### Clock routing, run 1

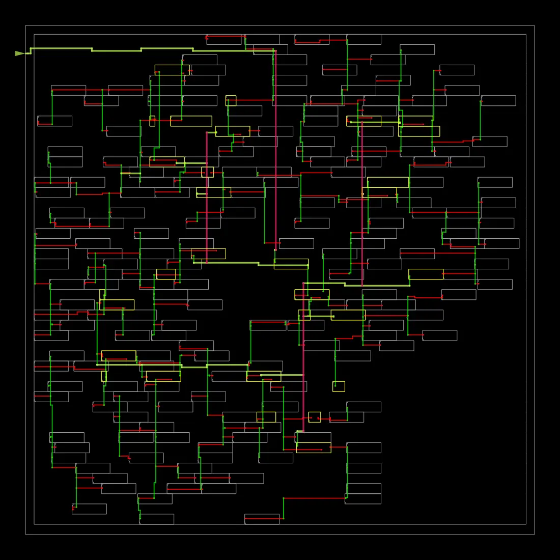
### Routed clock nets over the placement, run 1

Bar = 50 µm.
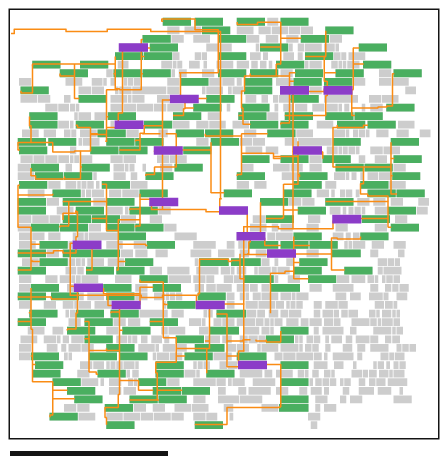
### Placed cells, one color a class, run 1

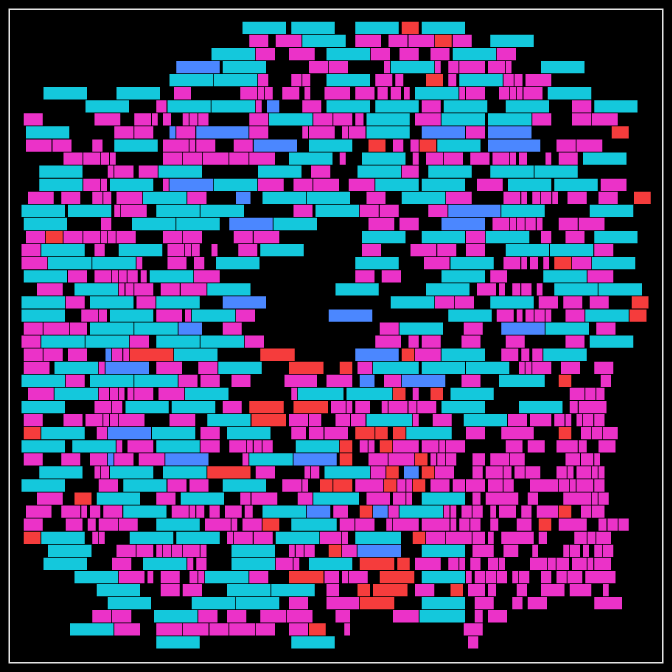
===== src/rtl/wb_pkg.sv =====
// ---------------------------------------------------------------------------
// wb_pkg
// Shared types and constants for the write-back arbiter slice.
//   DEPTH_DEFAULT : default number of entries in each requester FIFO (2 or 4)
//   wb_entry_t    : one buffered write-back {is_vec, dir, data}
//   grant_e       : which FIFO head (if any) the arbiter takes this cycle
// ---------------------------------------------------------------------------
package wb_pkg;

    localparam int DEPTH_DEFAULT = 2;

    typedef struct packed {
        logic        is_vec;
        logic [2:0]  dir;
        logic [31:0] data;
    } wb_entry_t;

    typedef enum logic [1:0] {
        GRANT_NONE = 2'd0,
        GRANT_0    = 2'd1,
        GRANT_1    = 2'd2
    } grant_e;

endpackage


===== src/rtl/wb_fifo.sv =====
// ---------------------------------------------------------------------------
// wb_fifo
// Small circular FIFO holding pending write-back entries for one requester.
// Ports:
//   clk, rst_n  : clock, asynchronous active-low reset (empties the FIFO)
//   i_push      : store i_data this edge (ignored while full)
//   i_data      : entry to store
//   i_pop       : drop the head entry this edge (ignored while empty)
//   o_full      : FIFO holds DEPTH entries (registered state only)
//   o_empty     : FIFO holds no entries
//   o_head      : oldest entry
//   o_valid     : per-slot occupancy, used for the pending-register decode
//   o_entries   : raw slot contents, qualified by o_valid
// ---------------------------------------------------------------------------
module wb_fifo
    import wb_pkg::*;
#(
    parameter int DEPTH = DEPTH_DEFAULT
) (
    input  logic                    clk,
    input  logic                    rst_n,
    input  logic                    i_push,
    input  wb_entry_t               i_data,
    input  logic                    i_pop,
    output logic                    o_full,
    output logic                    o_empty,
    output wb_entry_t               o_head,
    output logic      [DEPTH-1:0]   o_valid,
    output wb_entry_t [DEPTH-1:0]   o_entries
);

    // DEPTH is a power of two, so pointers wrap naturally on overflow.
    localparam int PTR_W = $clog2(DEPTH);
    localparam int CNT_W = PTR_W + 1;
    localparam logic [PTR_W-1:0] PTR_ONE   = 1;
    localparam logic [CNT_W-1:0] CNT_ONE   = 1;
    localparam logic [CNT_W-1:0] CNT_FULL  = CNT_W'(DEPTH);

    wb_entry_t [DEPTH-1:0] r_mem;
    logic [PTR_W-1:0]      r_wrPtr;
    logic [PTR_W-1:0]      r_rdPtr;
    logic [CNT_W-1:0]      r_count;

    logic w_doPush;
    logic w_doPop;

    assign o_full    = (r_count == CNT_FULL);
    assign o_empty   = (r_count == '0);
    assign o_head    = r_mem[r_rdPtr];
    assign o_entries = r_mem;

    assign w_doPush  = i_push && !o_full;
    assign w_doPop   = i_pop  && !o_empty;

    // Pointer and occupancy bookkeeping. A simultaneous push and pop moves
    // both pointers and leaves the count unchanged.
    always_ff @(posedge clk or negedge rst_n) begin
        if (!rst_n) begin
            r_wrPtr <= '0;
            r_rdPtr <= '0;
            r_count <= '0;
        end else begin
            if (w_doPush) begin
                r_wrPtr <= r_wrPtr + PTR_ONE;
            end
            if (w_doPop) begin
                r_rdPtr <= r_rdPtr + PTR_ONE;
            end
            if (w_doPush && !w_doPop) begin
                r_count <= r_count + CNT_ONE;
            end else if (!w_doPush && w_doPop) begin
                r_count <= r_count - CNT_ONE;
            end
        end
    end

    // Slot storage. Cleared on reset so stale data never shows up in the
    // pending decode even if a valid bit were ever misread.
    always_ff @(posedge clk or negedge rst_n) begin
        if (!rst_n) begin
            r_mem <= '0;
        end else if (w_doPush) begin
            r_mem[r_wrPtr] <= i_data;
        end
    end

    // A slot is occupied when its distance from the read pointer (modulo
    // DEPTH) is smaller than the current count.
    always_comb begin
        logic [PTR_W-1:0] w_offset;
        o_valid  = '0;
        w_offset = '0;
        for (int i = 0; i < DEPTH; i++) begin
            w_offset   = PTR_W'(i) - r_rdPtr;
            o_valid[i] = ({1'b0, w_offset} < r_count);
        end
    end

endmodule


===== src/rtl/wb_arbiter.sv =====
// ---------------------------------------------------------------------------
// wb_arbiter
// Merges write-backs from the ALU path (requester 0) and the memory-load
// path (requester 1) onto the shared register-file write port. Each
// requester has its own FIFO; the heads are arbitrated round-robin and the
// winner is written out through registered strobes.
// Ports:
//   clk, rst_n                 : clock, asynchronous active-low reset
//   reqN_valid/ready           : push handshake for requester N
//   reqN_is_vec/dir/data       : entry content (scalar uses data[7:0])
//   reg_wrv / reg_wrs          : vector / scalar bank write strobes
//   i_dir_wr                   : shared write address
//   data_wrv / data_wrs        : vector (32b) / scalar (8b) write data
//   pend_vec / pend_sca        : per-register outstanding-write flags
// ---------------------------------------------------------------------------
module wb_arbiter
    import wb_pkg::*;
#(
    parameter int DEPTH = DEPTH_DEFAULT
) (
    input  logic        clk,
    input  logic        rst_n,
    input  logic        req0_valid,
    output logic        req0_ready,
    input  logic        req0_is_vec,
    input  logic [2:0]  req0_dir,
    input  logic [31:0] req0_data,
    input  logic        req1_valid,
    output logic        req1_ready,
    input  logic        req1_is_vec,
    input  logic [2:0]  req1_dir,
    input  logic [31:0] req1_data,
    output logic        reg_wrv,
    output logic        reg_wrs,
    output logic [2:0]  i_dir_wr,
    output logic [31:0] data_wrv,
    output logic [7:0]  data_wrs,
    output logic [7:0]  pend_vec,
    output logic [7:0]  pend_sca
);

    wb_entry_t              w_in0;
    wb_entry_t              w_in1;
    logic                   w_push0;
    logic                   w_push1;
    logic                   w_pop0;
    logic                   w_pop1;
    logic                   w_full0;
    logic                   w_full1;
    logic                   w_empty0;
    logic                   w_empty1;
    wb_entry_t              w_head0;
    wb_entry_t              w_head1;
    wb_entry_t              w_headSel;
    logic      [DEPTH-1:0]  w_valid0;
    logic      [DEPTH-1:0]  w_valid1;
    wb_entry_t [DEPTH-1:0]  w_entries0;
    wb_entry_t [DEPTH-1:0]  w_entries1;
    grant_e                 w_grant;
    logic      [7:0]        w_pendVec;
    logic      [7:0]        w_pendSca;

    logic                   r_lastGrant;
    logic                   r_regWrv;
    logic                   r_regWrs;
    logic      [2:0]        r_dirWr;
    logic      [31:0]       r_dataWrv;
    logic      [7:0]        r_dataWrs;

    assign w_in0 = {req0_is_vec, req0_dir, req0_data};
    assign w_in1 = {req1_is_vec, req1_dir, req1_data};

    // Ready comes only from the FIFO's registered count; a pop in the same
    // cycle does not reopen a full FIFO.
    assign req0_ready = !w_full0;
    assign req1_ready = !w_full1;
    assign w_push0    = req0_valid && req0_ready;
    assign w_push1    = req1_valid && req1_ready;

    wb_fifo #(.DEPTH(DEPTH)) u_fifo0 (
        .clk       (clk),
        .rst_n     (rst_n),
        .i_push    (w_push0),
        .i_data    (w_in0),
        .i_pop     (w_pop0),
        .o_full    (w_full0),
        .o_empty   (w_empty0),
        .o_head    (w_head0),
        .o_valid   (w_valid0),
        .o_entries (w_entries0)
    );

    wb_fifo #(.DEPTH(DEPTH)) u_fifo1 (
        .clk       (clk),
        .rst_n     (rst_n),
        .i_push    (w_push1),
        .i_data    (w_in1),
        .i_pop     (w_pop1),
        .o_full    (w_full1),
        .o_empty   (w_empty1),
        .o_head    (w_head1),
        .o_valid   (w_valid1),
        .o_entries (w_entries1)
    );

    // Round-robin choice between the two heads. A lone non-empty FIFO always
    // wins; on a tie the FIFO that did not win last time is taken.
    always_comb begin
        w_grant   = GRANT_NONE;
        w_headSel = w_head0;
        if (!w_empty0 && (w_empty1 || r_lastGrant)) begin
            w_grant   = GRANT_0;
            w_headSel = w_head0;
        end else if (!w_empty1) begin
            w_grant   = GRANT_1;
            w_headSel = w_head1;
        end
    end

    assign w_pop0 = (w_grant == GRANT_0);
    assign w_pop1 = (w_grant == GRANT_1);

    // Remember the last winner; reset favours requester 0 on the first tie.
    always_ff @(posedge clk or negedge rst_n) begin
        if (!rst_n) begin
            r_lastGrant <= 1'b1;
        end else if (w_grant == GRANT_0) begin
            r_lastGrant <= 1'b0;
        end else if (w_grant == GRANT_1) begin
            r_lastGrant <= 1'b1;
        end
    end

    // Output register: the granted head is presented at the same edge it is
    // popped. Without a grant the strobes drop but address and data hold.
    always_ff @(posedge clk or negedge rst_n) begin
        if (!rst_n) begin
            r_regWrv  <= 1'b0;
            r_regWrs  <= 1'b0;
            r_dirWr   <= '0;
            r_dataWrv <= '0;
            r_dataWrs <= '0;
        end else if (w_grant != GRANT_NONE) begin
            r_regWrv  <= w_headSel.is_vec;
            r_regWrs  <= !w_headSel.is_vec;
            r_dirWr   <= w_headSel.dir;
            r_dataWrv <= w_headSel.data;
            r_dataWrs <= w_headSel.data[7:0];
        end else begin
            r_regWrv  <= 1'b0;
            r_regWrs  <= 1'b0;
        end
    end

    assign reg_wrv  = r_regWrv;
    assign reg_wrs  = r_regWrs;
    assign i_dir_wr = r_dirWr;
    assign data_wrv = r_dataWrv;
    assign data_wrs = r_dataWrs;

    // Pending decode: every buffered entry plus the one on the write port.
    // A register stays flagged through its strobe cycle and clears after.
    always_comb begin
        w_pendVec = '0;
        w_pendSca = '0;
        for (int i = 0; i < DEPTH; i++) begin
            if (w_valid0[i]) begin
                if (w_entries0[i].is_vec) begin
                    w_pendVec[w_entries0[i].dir] = 1'b1;
                end else begin
                    w_pendSca[w_entries0[i].dir] = 1'b1;
                end
            end
            if (w_valid1[i]) begin
                if (w_entries1[i].is_vec) begin
                    w_pendVec[w_entries1[i].dir] = 1'b1;
                end else begin
                    w_pendSca[w_entries1[i].dir] = 1'b1;
                end
            end
        end
        if (r_regWrv) begin
            w_pendVec[r_dirWr] = 1'b1;
        end
        if (r_regWrs) begin
            w_pendSca[r_dirWr] = 1'b1;
        end
    end

    assign pend_vec = w_pendVec;
    assign pend_sca = w_pendSca;

endmodule


===== config.mk =====
export PLATFORM = sky130hd
export DESIGN_NAME = wb_arbiter
export DESIGN_NICKNAME = d
export VERILOG_FILES = /design/src/rtl/wb_pkg.sv /design/src/rtl/wb_fifo.sv /design/src/rtl/wb_arbiter.sv
export SDC_FILE = /design/constraint.sdc
export NUM_CORES = 1
export LEC_CHECK = 0
export CAP_MARGIN = 20
export CORE_MARGIN = 2
export CORE_UTILIZATION = 58
export CTS_CLUSTER_DIAMETER = 50
export DETAILED_ROUTE_END_ITERATION = 10
export DONT_BUFFER_PORTS = 1
export PLACE_DENSITY = 0.81
export SLEW_MARGIN = 0
export SYNTH_ARGS = -nofsm -noshare
export SYNTH_HDL_FRONTEND = slang
export SYNTH_HIERARCHICAL = 1
export SYNTH_SLANG_ARGS = --single-unit

===== constraint.sdc =====
create_clock -name clk -period 2 [get_ports clk]
set_input_delay 0.3 -clock clk [delete_from_list [all_inputs] [get_ports clk]]
set_output_delay 0.3 -clock clk [all_outputs]
set_load 0.01 [all_outputs]

==> PnR_summary.wiki, run 1 <==
=== Synthesis and place and route ===
{| class="wikitable"
! Metric !! Value
|-
| Max layer used || met4
|-
| RSZ-0062 raised after global routing || yes
|-
| Worst setup path category || reg -> out
|-
| Aoi share || 8.004%
|-
| Max Slew Vio Count || 0
|-
| Worst Slack Setup Final || -0.06192 ns
|-
| Final-report setup violation count || 8
|-
| Via count || 6386
|-
| Average vias per placed instance || 6.019
|-
| Commonest non-fill, non-tap cells in the layout || sky130_fd_sc_hd__dfrtp_1 (179), sky130_fd_sc_hd__mux2_2 (146), sky130_fd_sc_hd__mux2_4 (60)
|-
| First-pass GRT wire length || 36.23 mm
|-
| Run status || finished, violations left
|-
| FF+latch count, synth || 190
|-
| Post-DP HPWL || 14.42 mm
|-
| Hold Fails Final Rpt || 190
|-
| Number of warnings the tools reported || 33
|-
| Setup TNS after final layout || -0.2765 ns
|-
| Number of rows in the core area || 48
|-
| Final worst hold slack || -0.4382 ns
|-
| Failing checks || hold timing, setup timing
|-
| Class of the worst hold path || in -> async
|-
| Number of standard cells in the layout, taps in and fillers out || 1061
|-
| Signal arrival time at the worst endpoint || 1.76 ns
|-
| Largest family of logic cells by area || multiplexers
|-
| Layout Nets || 902
|-
| First-pass iteration count of the detailed router || 6
|-
| Clock tree root buffer cell || sky130_fd_sc_hd__clkbuf_16
|-
| Proportion of power drawn by combinational gates || 48.3%
|-
| Mapped Area || 0.01005 mm²
|}
Notes on 'Clock routing' above:
count of clock tree sinks: 190
power drawn by the clock network: 3.45 mW
FFs & Latches: 190
worst setup skew after layout: 0.01029 ns
number of buffers inserted during clock tree synthesis: 17

Notes on 'Routed clock nets over the placement' above:
purple -> clock-net drivers  # count 17
green -> flip-flops  # count 190
orange -> clock wires  # length 2100 µm
routed clock nets = 18
flops lie = widely spread
portion of total power attributed to the clock network: 15.6%
clock insertion delay at the later pin of the skew report: 0.43 ns

Notes on 'Placed cells, one color a class' above:
magenta -> remaining logic cells  # cells 560, share of their area 46%
red -> remaining buffers and delay cells  # cells 55, share of their area 5.6%
cyan -> registers  # cells 190, share of their area 43%
blue -> clock drivers and dummy loads  # cells 30, share of their area 5.4%
fraction of standard cell area that is sequential: 42.23%
Finished Core Util: 65.96%
Core ar.: 0.01712 mm²

run 1: worst max-delay path: stages (launching register included):
cell and delay, ns:
sky130_fd_sc_hd__dfrtp_2 0.40, sky130_fd_sc_hd__inv_2 0.04, sky130_fd_sc_hd__a21o_4 0.23, sky130_fd_sc_hd__and3b_2 0.27, sky130_fd_sc_hd__a31oi_2 0.18, sky130_fd_sc_hd__nand4_1 0.22
run 1: synthesized netlist by cell type, types with 9 or more instances:
| cell | instances | share of area, % |
|---|---|---|
| sky130_fd_sc_hd__o211a_1 | 35 | 3.5 |
| sky130_fd_sc_hd__nand4_1 | 12 | 0.75 |
| sky130_fd_sc_hd__clkbuf_1 | 23 | 0.86 |
| sky130_fd_sc_hd__mux2_2 | 146 | 16 |
| sky130_fd_sc_hd__buf_6 | 10 | 1.1 |
| sky130_fd_sc_hd__buf_12 | 12 | 2.4 |
| sky130_fd_sc_hd__a32oi_1 | 10 | 0.87 |
| sky130_fd_sc_hd__nor2_1 | 47 | 1.8 |
| sky130_fd_sc_hd__o21ai_0 | 39 | 1.9 |
| sky130_fd_sc_hd__mux2_4 | 60 | 9.0 |
| sky130_fd_sc_hd__dfrtp_1 | 189 | 47 |
| sky130_fd_sc_hd__mux2_1 | 10 | 1.1 |
| sky130_fd_sc_hd__buf_4 | 9 | 0.67 |
| sky130_fd_sc_hd__nand2_1 | 51 | 1.9 |
| sky130_fd_sc_hd__nand3_1 | 16 | 0.80 |
| sky130_fd_sc_hd__nor2b_1 | 46 | 2.9 |
run 1: worst paths after layout:
kind	from	end	slack (ns)	depth (start not counted)
setup / recovery	u_fifo1/r_rdPtr	pend_vec[5]	-0.06	5
hold reg to reg	u_fifo1/o_entries[2]	u_fifo1/o_entries[2]	0.48	1
max in group asynchronous	rst_n	r_lastGrant	2.14	0
hold / removal	rst_n	u_fifo1/o_entries[7]	-0.44	0
setup reg to reg	u_fifo1/r_count[0]	u_fifo1/o_entries[9]	0.08	8
min in group clk	req0_data[6]	u_fifo0/o_entries[42]	0.01	1
run 1: routing by layer:
layer / up-vias / GRT usage, %
li1: 2917 / -
met1: 3199 / 32.20
met2: 224 / 42.62
met3: 46 / 7.108
met4: 0 / 9.375
met5: - / 0
run 1: power by group through the flow:
stage,clock (mW),combinational (mW),sequential (mW)
after floorplan,0,8.75,7.13
after global placement,0,9.56,7.87
after detailed placement,0,9.79,7.97
after CTS,3.52,10.2,7.90
after global routing,3.67,11.6,8.27
final,3.45,10.7,8.02
run 1: sequential cells by signal (all words and copies together), names as in the netlist, 2 cells and up:
signal and count:
data_wrv 32, i_dir_wr 3, u_fifo0/o_entries 72, u_fifo0/r_count 2
u_fifo1/o_entries 72, u_fifo1/r_count 2
run 1: area by class of cell:
class | instances | area [µm²]
multi-input combinational | 551 | 4987
sequential | 190 | 4768
timing repair buffer | 55 | 620.6
antenna | 1 | 2.502
clock buffer | 22 | 464.2
fill | 1226 | 5826
tap | 225 | 281.5
clock inverter | 8 | 132.6
inverter | 9 | 33.78
run 1: repair_timing:
action,4_1_cts,5_1_grt
buffers inserted,9,7
resized,26,31
gates cloned,0,2
endpoints found under the setup margin,16,101
endpoints found under the hold margin,201,195
hold buffers,11,5
pin swaps,11,17
### Gate-type map, run 1

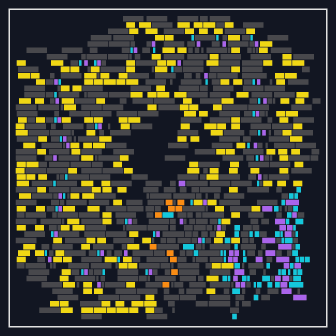

## Run 2: what changed since run 1
Settings changed: GPL_ROUTABILITY_DRIVEN set to 0.
### Gate-type map, run 2

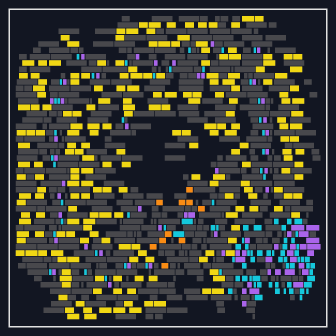
purple -> aoi and oai cells  # cells 66, most used o21ai_0, where widely spread
orange -> xor and xnor cells  # cells 10, most used xor2_1
yellow -> mux cells  # cells 216, most used mux2_2, where widely spread
cyan -> nand cells  # cells 93, most used nand2_1, where widely spread
share of the final layout cell area in multi-input gates: 43.15%
number of standard cells in the layout, taps in and fillers out: 1082
most frequent logic cell in the layout: sky130_fd_sc_hd__dfrtp_1

### Register map, names as in the netlist, run 2

Other sequential cells in the stronger gray, the rest of the logic in the fainter gray.
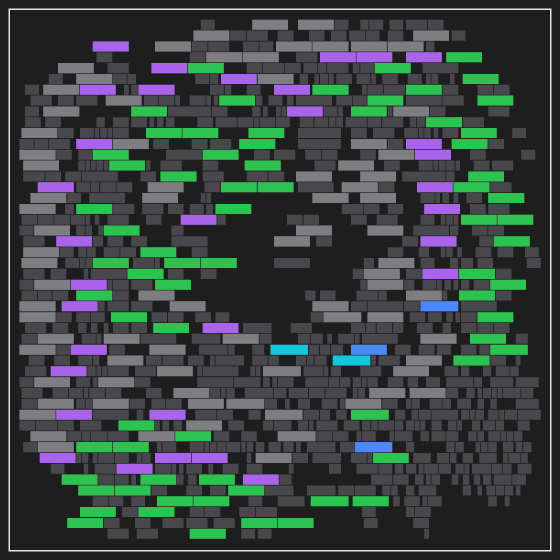
cyan -> u_fifo1/r_count  # flops 2
blue -> i_dir_wr  # flops 3
purple -> data_wrv  # flops 32, where widely spread
green -> u_fifo0/o_entries  # flops 72, where widely spread
Flop area: 0.004770 mm²
fraction of standard cell area that is sequential: 41.53%
Seq power: 7.96 mW

### Placed cells, one color a class, run 2

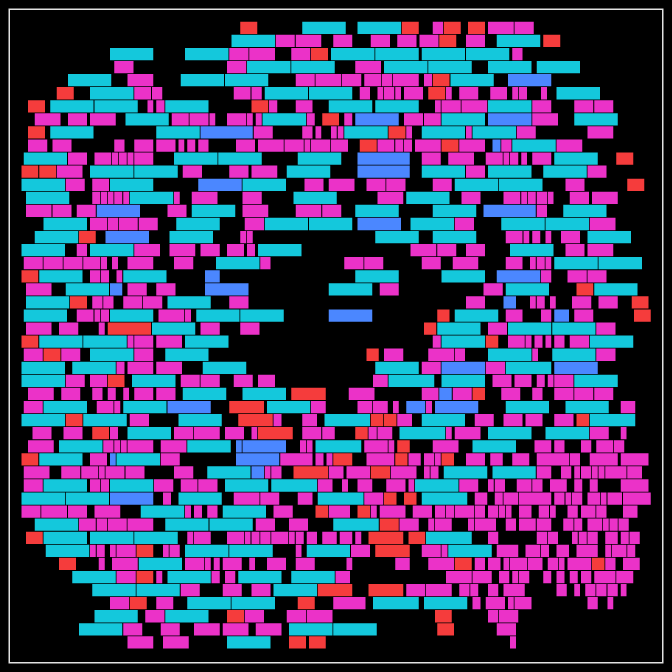
blue -> clock drivers and dummy loads  # cells 31, share of their area 5.5%
red -> remaining buffers and delay cells  # cells 76, share of their area 7.4%
cyan -> registers  # cells 190, share of their area 43%
magenta -> remaining logic cells  # cells 560, share of their area 45%
finished layout cell area: 0.01148 mm²
number of rows in the core area: 48
Finished Core Util: 67.09%

==> run 2 against run 1 <==
The run still ends with hold timing, setup timing left. Area after synthesis stayed put. Critical path depth unchanged. Synthesized cell count unchanged. Register-to-register slack about the same. Combinational power about the same. Sequential share of layout area fell by 0.70 points. Cell area is 1.7% higher. Hold slack improved by 0.0086 ns. Power shrank 0.51%. Maximum frequency increased by 0.81%. Critical endpoint is now pend_sca[5]. Wire length down 1.5%. Via count rose by 2.0%.
==> PnR_summary.wiki, run 2 <==
=== Synthesis and place and route ===
{| class="wikitable"
! Metric !! Value
|-
| Worst Slack Setup Final || -0.04544 ns (+0.01649 ns)
|-
| First-pass GRT wire length || 36.45 mm (+0.61%)
|-
| Clock insertion delay at the later pin of the skew report || 0.43 ns (about the same)
|-
| Post-synth top area share || 47.06% (unchanged)
|-
| Most used standard cell by instance count after synthesis || sky130_fd_sc_hd__dfrtp_1
|-
| Clock tree root buffer cell || sky130_fd_sc_hd__clkbuf_16
|-
| Worst setup path category || reg -> out
|-
| Cell taking the most area after synthesis || sky130_fd_sc_hd__dfrtp_1
|-
| FF+latch count, synth || 190 (unchanged)
|-
| Unique cell type count in the Yosys netlist || 46
|-
| Mapped Area || 0.01005 mm² (unchanged)
|-
| Diode count || 0 (-1)
|-
| Max Slew Vio Count || 0 (unchanged)
|-
| Signal arrival time at the worst endpoint || 1.75 ns (about the same)
|-
| Yosys stat chip area || 0.01005 mm²
|-
| Class of the worst hold path || in -> async
|-
| Count of buffering cells on the critical path with inverters included || 1 (unchanged)
|-
| Detailed-route wire length per cell || 21.18 µm
|-
| Share of synthesized area occupied by flip-flops and latches || 47.32%
|-
| Post-route minimum period || 2.045 ns
|-
| First-pass iteration count of the detailed router || 7 (+1)
|-
| Worst setup skew after layout || 0.01818 ns (+0.007894 ns)
|-
| Number of maximum-capacitance constraint violations || 0
|-
| Crit path max-delay cell type || sky130_fd_sc_hd__dfrtp_2
|-
| CP peak stage delay || 0.42 ns (+0.02 ns)
|-
| CTS tree || done
|-
| VDD IR max || 978.9 µV
|-
| Number of buffers inserted during clock tree synthesis || 17 (unchanged)
|-
| Number of warnings the tools reported || 33 (unchanged)
|-
| Count of clock tree sinks || 190 (unchanged)
|-
| Failing checks || hold timing, setup timing
|-
| Via count || 6513 (+2.0%)
|-
| Setup TNS after final layout || -0.2075 ns (+0.06904 ns)
|-
| Core ar. || 0.01712 mm² (unchanged)
|-
| Leading cell types by total area after synthesis || sky130_fd_sc_hd__dfrtp_1 (47%), sky130_fd_sc_hd__mux2_2 (16%), sky130_fd_sc_hd__mux2_4 (9.0%)
|-
| Chain of cells forming the critical path || inv_2 > a21o_4 > and3b_2 > a32oi_1 > nand4_1
|-
| RSZ-0062 raised after global routing || yes
|-
| Share of power burned in registers || 36.1%
|-
| Run status || finished, violations left
|-
| Final worst hold slack || -0.4295 ns (+0.008647 ns)
|-
| Average vias per placed instance || 6.019 (about the same)
|-
| Hold Fails Final Rpt || 190 (unchanged)
|-
| Startpoint Class || flip-flop
|-
| Final-report setup violation count || 11 (+3)
|-
| Post-DP HPWL || 14.19 mm (-1.7%)
|-
| Proportion of power drawn by combinational gates || 47.7% (-0.6 points)
|-
| Switching power || 8.193 mW
|-
| Portion of total power attributed to the clock network || 16.2% (+0.6 points)
|}
## run 2: cell count changes in the layout (fill, tap and decap cells not counted), sizes merged
cell	previous run	this run
dlygate4sd3	16	46
buf	37	29
clkbuf	24	20
clkinvlp	1	4
clkinv	3	1
inv	10	12
bufinv	3	4
diode	1	0
## run 2: cell type report
class / count / area, µm²
well taps: 225 / 281.5
multi-input cells: 551 / 4955
clock inverters: 12 / 183.9
flip-flops and latches: 190 / 4770
clock buffers: 19 / 432.9
repair buffers: 76 / 827.0
fillers: 1235 / 5633
inverters: 9 / 33.78
## run 2: path summary, 6_finish.rpt
| check | from | to | slack [ns] | cells past startpoint |
|---|---|---|---|---|
| min | rst_n | u_fifo0/o_entries[44] | -0.43 | 0 |
| max | u_fifo1/r_rdPtr | pend_sca[5] | -0.05 | 5 |
| max reg2reg | u_fifo1/r_count[0] | u_fifo1/o_entries[4] | 0.07 | 8 |
| max in group asynchronous | rst_n | r_lastGrant | 2.15 | 0 |
| min in group clk | req1_data[30] | u_fifo1/o_entries[30] | 0.01 | 1 |
| min reg2reg | u_fifo1/o_entries[5] | u_fifo1/o_entries[5] | 0.49 | 1 |
## run 2: routing by layer
layer | track usage [%] | wire length, µm | share of wire, %
met1 | 32.32 | 9494 | 41
met4 | 7.350 | 466 | 2.0
met2 | 42.87 | 11380 | 50
met3 | 7.370 | 1568 | 6.8
met5 | 0 | 0 | 0
## run 2: cells by family after synthesis
logic type / after synthesis / share of synthesized area, %
mux: 216 / 26.44
simple gates: 216 / 11.50
flops: 190 / 47.32
compound gates: 107 / 8.004
buf+inv: 68 / 5.614
xor+xnor: 10 / 0.8714
fa+ha+maj: 2 / 0.2489
## run 2: worst register-to-register path, stage by stage, from the launching register on
cell,delay (ns)
sky130_fd_sc_hd__dfrtp_2,0.42
sky130_fd_sc_hd__buf_4,0.16
sky130_fd_sc_hd__nand2b_4,0.13
sky130_fd_sc_hd__inv_2,0.06
sky130_fd_sc_hd__nor2b_2,0.15
sky130_fd_sc_hd__nor3b_4,0.24
sky130_fd_sc_hd__buf_12,0.15
sky130_fd_sc_hd__buf_12,0.16
sky130_fd_sc_hd__mux2_1,0.35
## run 2: power by group through the flow
| stage | sequential, mW | combinational, mW | clock, mW |
|---|---|---|---|
| after floorplan | 7.13 | 8.75 | 0 |
| after global placement | 7.83 | 9.46 | 0 |
| after detailed placement | 7.94 | 9.72 | 0 |
| after CTS | 7.86 | 10.1 | 3.65 |
| after global routing | 8.23 | 11.4 | 3.80 |
| final | 7.96 | 10.5 | 3.57 |
## run 2: repair_timing
| item | 4_1_cts | 5_1_grt |
|---|---|---|
| pin swaps | 15 | 25 |
| setup endpoints to repair | 16 | 106 |
| hold buffers | 19 | 27 |
| setup buffers | 7 | 3 |
| gates cloned | 0 | 1 |
| gates resized | 23 | 30 |
| endpoints found under the hold margin | 211 | 219 |
### Routed clock nets over the placement, run 2

Bar = 50 µm.
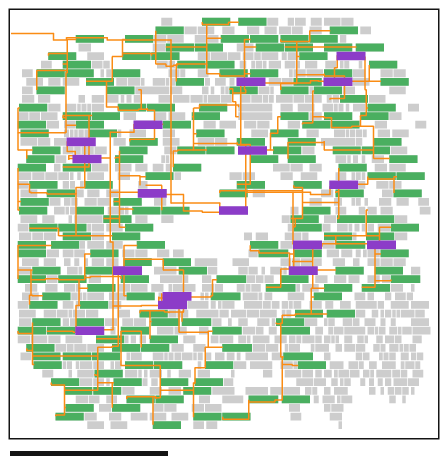

## Run 3: what changed since run 2
==> constraint.sdc (replaced) <==
create_clock -name clk -period 2 [get_ports clk]
set_input_delay 0.5 -clock clk [delete_from_list [all_inputs] [get_ports clk]]
set_output_delay 0.5 -clock clk [all_outputs]
set_load 0.01 [all_outputs]
### Routed clock nets over the placement, run 3

Bar = 50 µm.
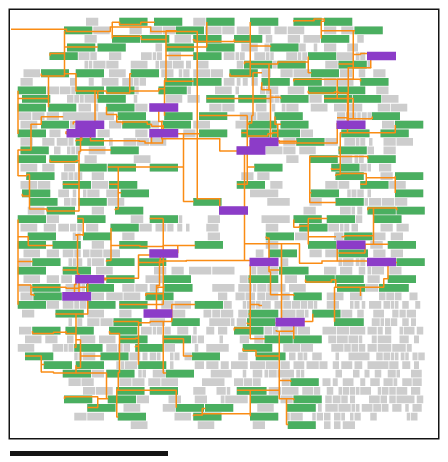
orange -> clock wires  # length 2280 µm
green -> flip-flops  # count 190
purple -> clock-net drivers  # count 17
flops lie = widely spread
portion of total power attributed to the clock network: 15.5%
power drawn by the clock network: 3.36 mW

### Clock routing, run 3

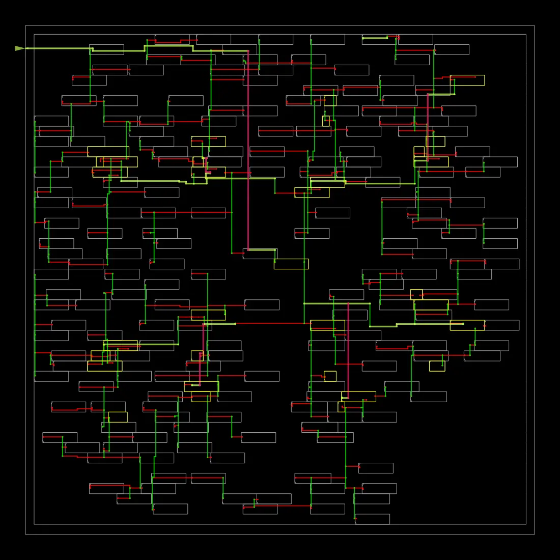
count of clock buffers in the final design: 21
worst setup skew after layout: 0.01124 ns

==> run 3 against run 2 <==
Highest routed layer unchanged. Largest cell class unchanged. Die area unchanged. The run still ends with hold timing, setup timing left. Cell area decreased by 4.8%. First-iteration DRC count up 1.1%. Via count decreased by 2.0%. Sequential power about the same. Worst setup slack got worse by 0.20 ns. Combinational power barely moved. Clock skew down 0.0069 ns. Count of clock-buffer cells in the layout is 2 higher. Largest power group unchanged. Sequential share of layout area grew 2.1 points.
==> PnR_summary.wiki, run 3 <==
=== Synthesis and place and route ===
{| class="wikitable"
! Metric !! Value
|-
| Run status || finished, violations left
|-
| FF+latch count, synth || 190 (unchanged)
|-
| Worst setup path category || reg -> out
|-
| Post-synthesis xor/xnor area fraction || 0.8714% (unchanged)
|-
| Post-DP HPWL || 13.61 mm (-4.0%)
|-
| First-pass GRT wire length || 35.29 mm (-3.2%)
|-
| Core ar. || 0.01712 mm² (unchanged)
|-
| VDD IR max || 1244 µV (+27%)
|-
| Worst Slack Setup Final || -0.2485 ns (-0.2031 ns)
|-
| Cell taking the most area after synthesis || sky130_fd_sc_hd__dfrtp_1
|-
| Aoi share || 8.004% (unchanged)
|-
| R2r worst-path depth || 10 (+2)
|-
| Number of buffers inserted during clock tree synthesis || 17 (unchanged)
|-
| Share of synthesized area spent on multiplexers || 26.44% (unchanged)
|-
| Count of clock tree sinks || 190 (unchanged)
|-
| FF-to-FF Start || u_fifo0/r_count[0]
|-
| Failing checks || hold timing, setup timing
|-
| Share of synthesized area occupied by flip-flops and latches || 47.32% (unchanged)
|-
| Final-report setup violation count || 16 (+5)
|-
| Hold Fails Final Rpt || 189 (-0.53%)
|-
| Diode count || 0 (unchanged)
|-
| Final worst hold slack || -0.2411 ns (+0.1884 ns)
|-
| Capture instance of the worst register-to-register path || u_fifo1/r_count[1]
|-
| Beginning of the critical path || u_fifo1/r_count[0]
|-
| Most used standard cell by instance count after synthesis || sky130_fd_sc_hd__dfrtp_1
|-
| Post-synth top area share || 47.06% (unchanged)
|-
| Unique cell type count in the Yosys netlist || 46 (unchanged)
|-
| Critical path depth in cells || 4 (-1)
|-
| CTS tree || done
|-
| Via count || 6383 (-2.0%)
|-
| Class of the worst hold path || in -> async
|-
| Startpoint Class || flip-flop
|-
| Yosys stat chip area || 0.01005 mm² (unchanged)
|-
| Count of buffering cells on the critical path with inverters included || 0 (-1)
|-
| Number of rows in the core area || 48 (unchanged)
|-
| Mapped Area || 0.01005 mm² (unchanged)
|-
| Leading cell types by total area after synthesis || sky130_fd_sc_hd__dfrtp_1 (47%), sky130_fd_sc_hd__mux2_2 (16%), sky130_fd_sc_hd__mux2_4 (9.0%)
|-
| Filler instances || 1283 (+3.9%)
|-
| Simple logic cell fraction of the synthesized area || 11.50% (unchanged)
|-
| First-pass iteration count of the detailed router || 8 (+1)
|}
### Placed cells, one color a class, run 3

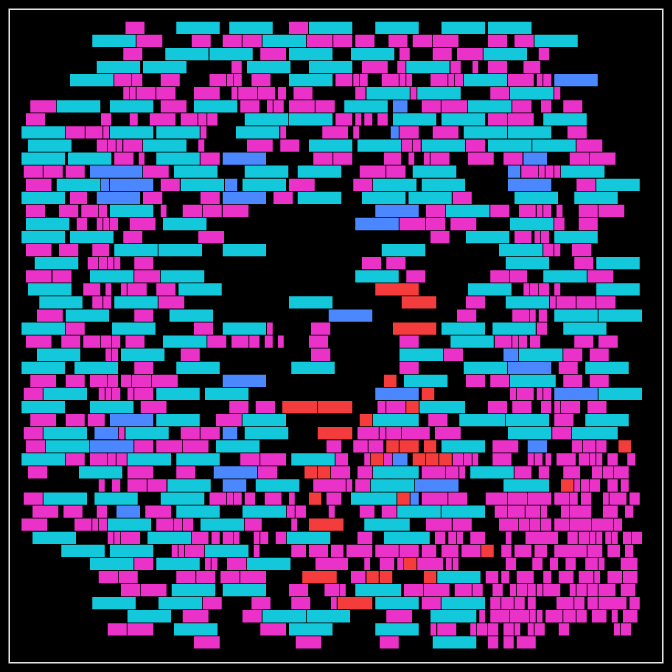
magenta -> remaining logic cells  # cells 560, share of their area 46%
blue -> clock drivers and dummy loads  # cells 32, share of their area 5.5%
cyan -> registers  # cells 190, share of their area 45%
red -> remaining buffers and delay cells  # cells 31, share of their area 3.4%
finished layout cell area: 0.01094 mm²
Finished Core Util: 63.90%

[run 3: cell counts after synthesis]
No cell type changed its count.
[run 3: area by class of cell]
cell class | count | area (µm²) | share of cell area [%]
clock buffers | 21 | 480.5 | 4.393
clock inverters | 11 | 106.4 | 0.9724
inverters | 9 | 33.78 | 0.3089
multi-input cells | 551 | 4906 | 44.86
flip-flops and latches | 190 | 4770 | 43.61
well taps | 225 | 281.5 | 2.574
repair buffers | 31 | 359.1 | 3.283
[run 3: what timing repair did]
action                     CTS  global route
setup endpoints to repair   16            92
buffers inserted             4             4
gates cloned                 0             2
resized                     22            21
hold endpoints to repair   190           190
pin swaps                   22            12
[run 3: routing by layer]
| metal | track usage (%) | routed length, µm | up-vias |
|---|---|---|---|
| li1 | - | - | 2864 |
| met4 | 8.218 | 567 | 0 |
| met3 | 8.530 | 1765 | 50 |
| met5 | 0 | 0 | - |
| met1 | 31.66 | 9476 | 3243 |
| met2 | 39.87 | 10900 | 226 |
[run 3: cell families (layout without fill, tap and decap cells)]
group,after synthesis,count (layout)
muxes,216,216
and+or+nand+nor,216,216
DFF,190,190
AOI/OAI and AO/OA,107,107
buffers and inverters,68,72
xor gates and xnor gates,10,10
adders and majority gates,2,2
[run 3: worst register-to-register path, delay by kind of cell (launching register included)]
kind,cells,cell delay [ns]
AND-OR/OR-AND,2,0.23
AND/OR/NAND/NOR,3,0.48
XOR/XNOR,2,0.29
adder cells (fa/ha/maj),1,0.18
flip-flops,1,0.43
buffers and inverters,2,0.22
[run 3: worst min path at each step]
stage / start / to / depth (start not counted)
floorplan: rst_n / data_wrv[0] / 0
global placement: rst_n / data_wrv[5] / 0
detailed placement: rst_n / data_wrv[5] / 0
CTS: rst_n / data_wrv[5] / 0
global route: rst_n / data_wrv[5] / 0
finish: rst_n / data_wrv[5] / 0
[run 3: report_power, final]
group | total (mW) | internal, mW | switching [mW]
sequential | 7.93 | 5.95 | 1.98
clock | 3.36 | 1.86 | 1.50
combinational | 10.4 | 5.68 | 4.68
total | 21.6 | 13.5 | 8.16
[run 3: metrics by stage]
step / utilization [%] / hold WS (ns) / setup slack, ns / power, mW / setup TNS [ns]
after floorplan: - / 0.2044 / -0.07021 / 15.91 / -0.07021
after global placement: 58.95 / 0.2106 / 0.03525 / 17.27 / 0
after detailed placement: 58.95 / 0.2093 / -0.04007 / 17.60 / -0.08700
after CTS: 63.01 / -0.2520 / -0.1988 / 21.29 / -2.746
after global routing: 63.90 / -0.2565 / -0.2966 / 22.98 / -3.975
final: 63.90 / -0.2411 / -0.2485 / 21.65 / -3.119
No activity file was given, so power comes from the tool's default toggle rates.
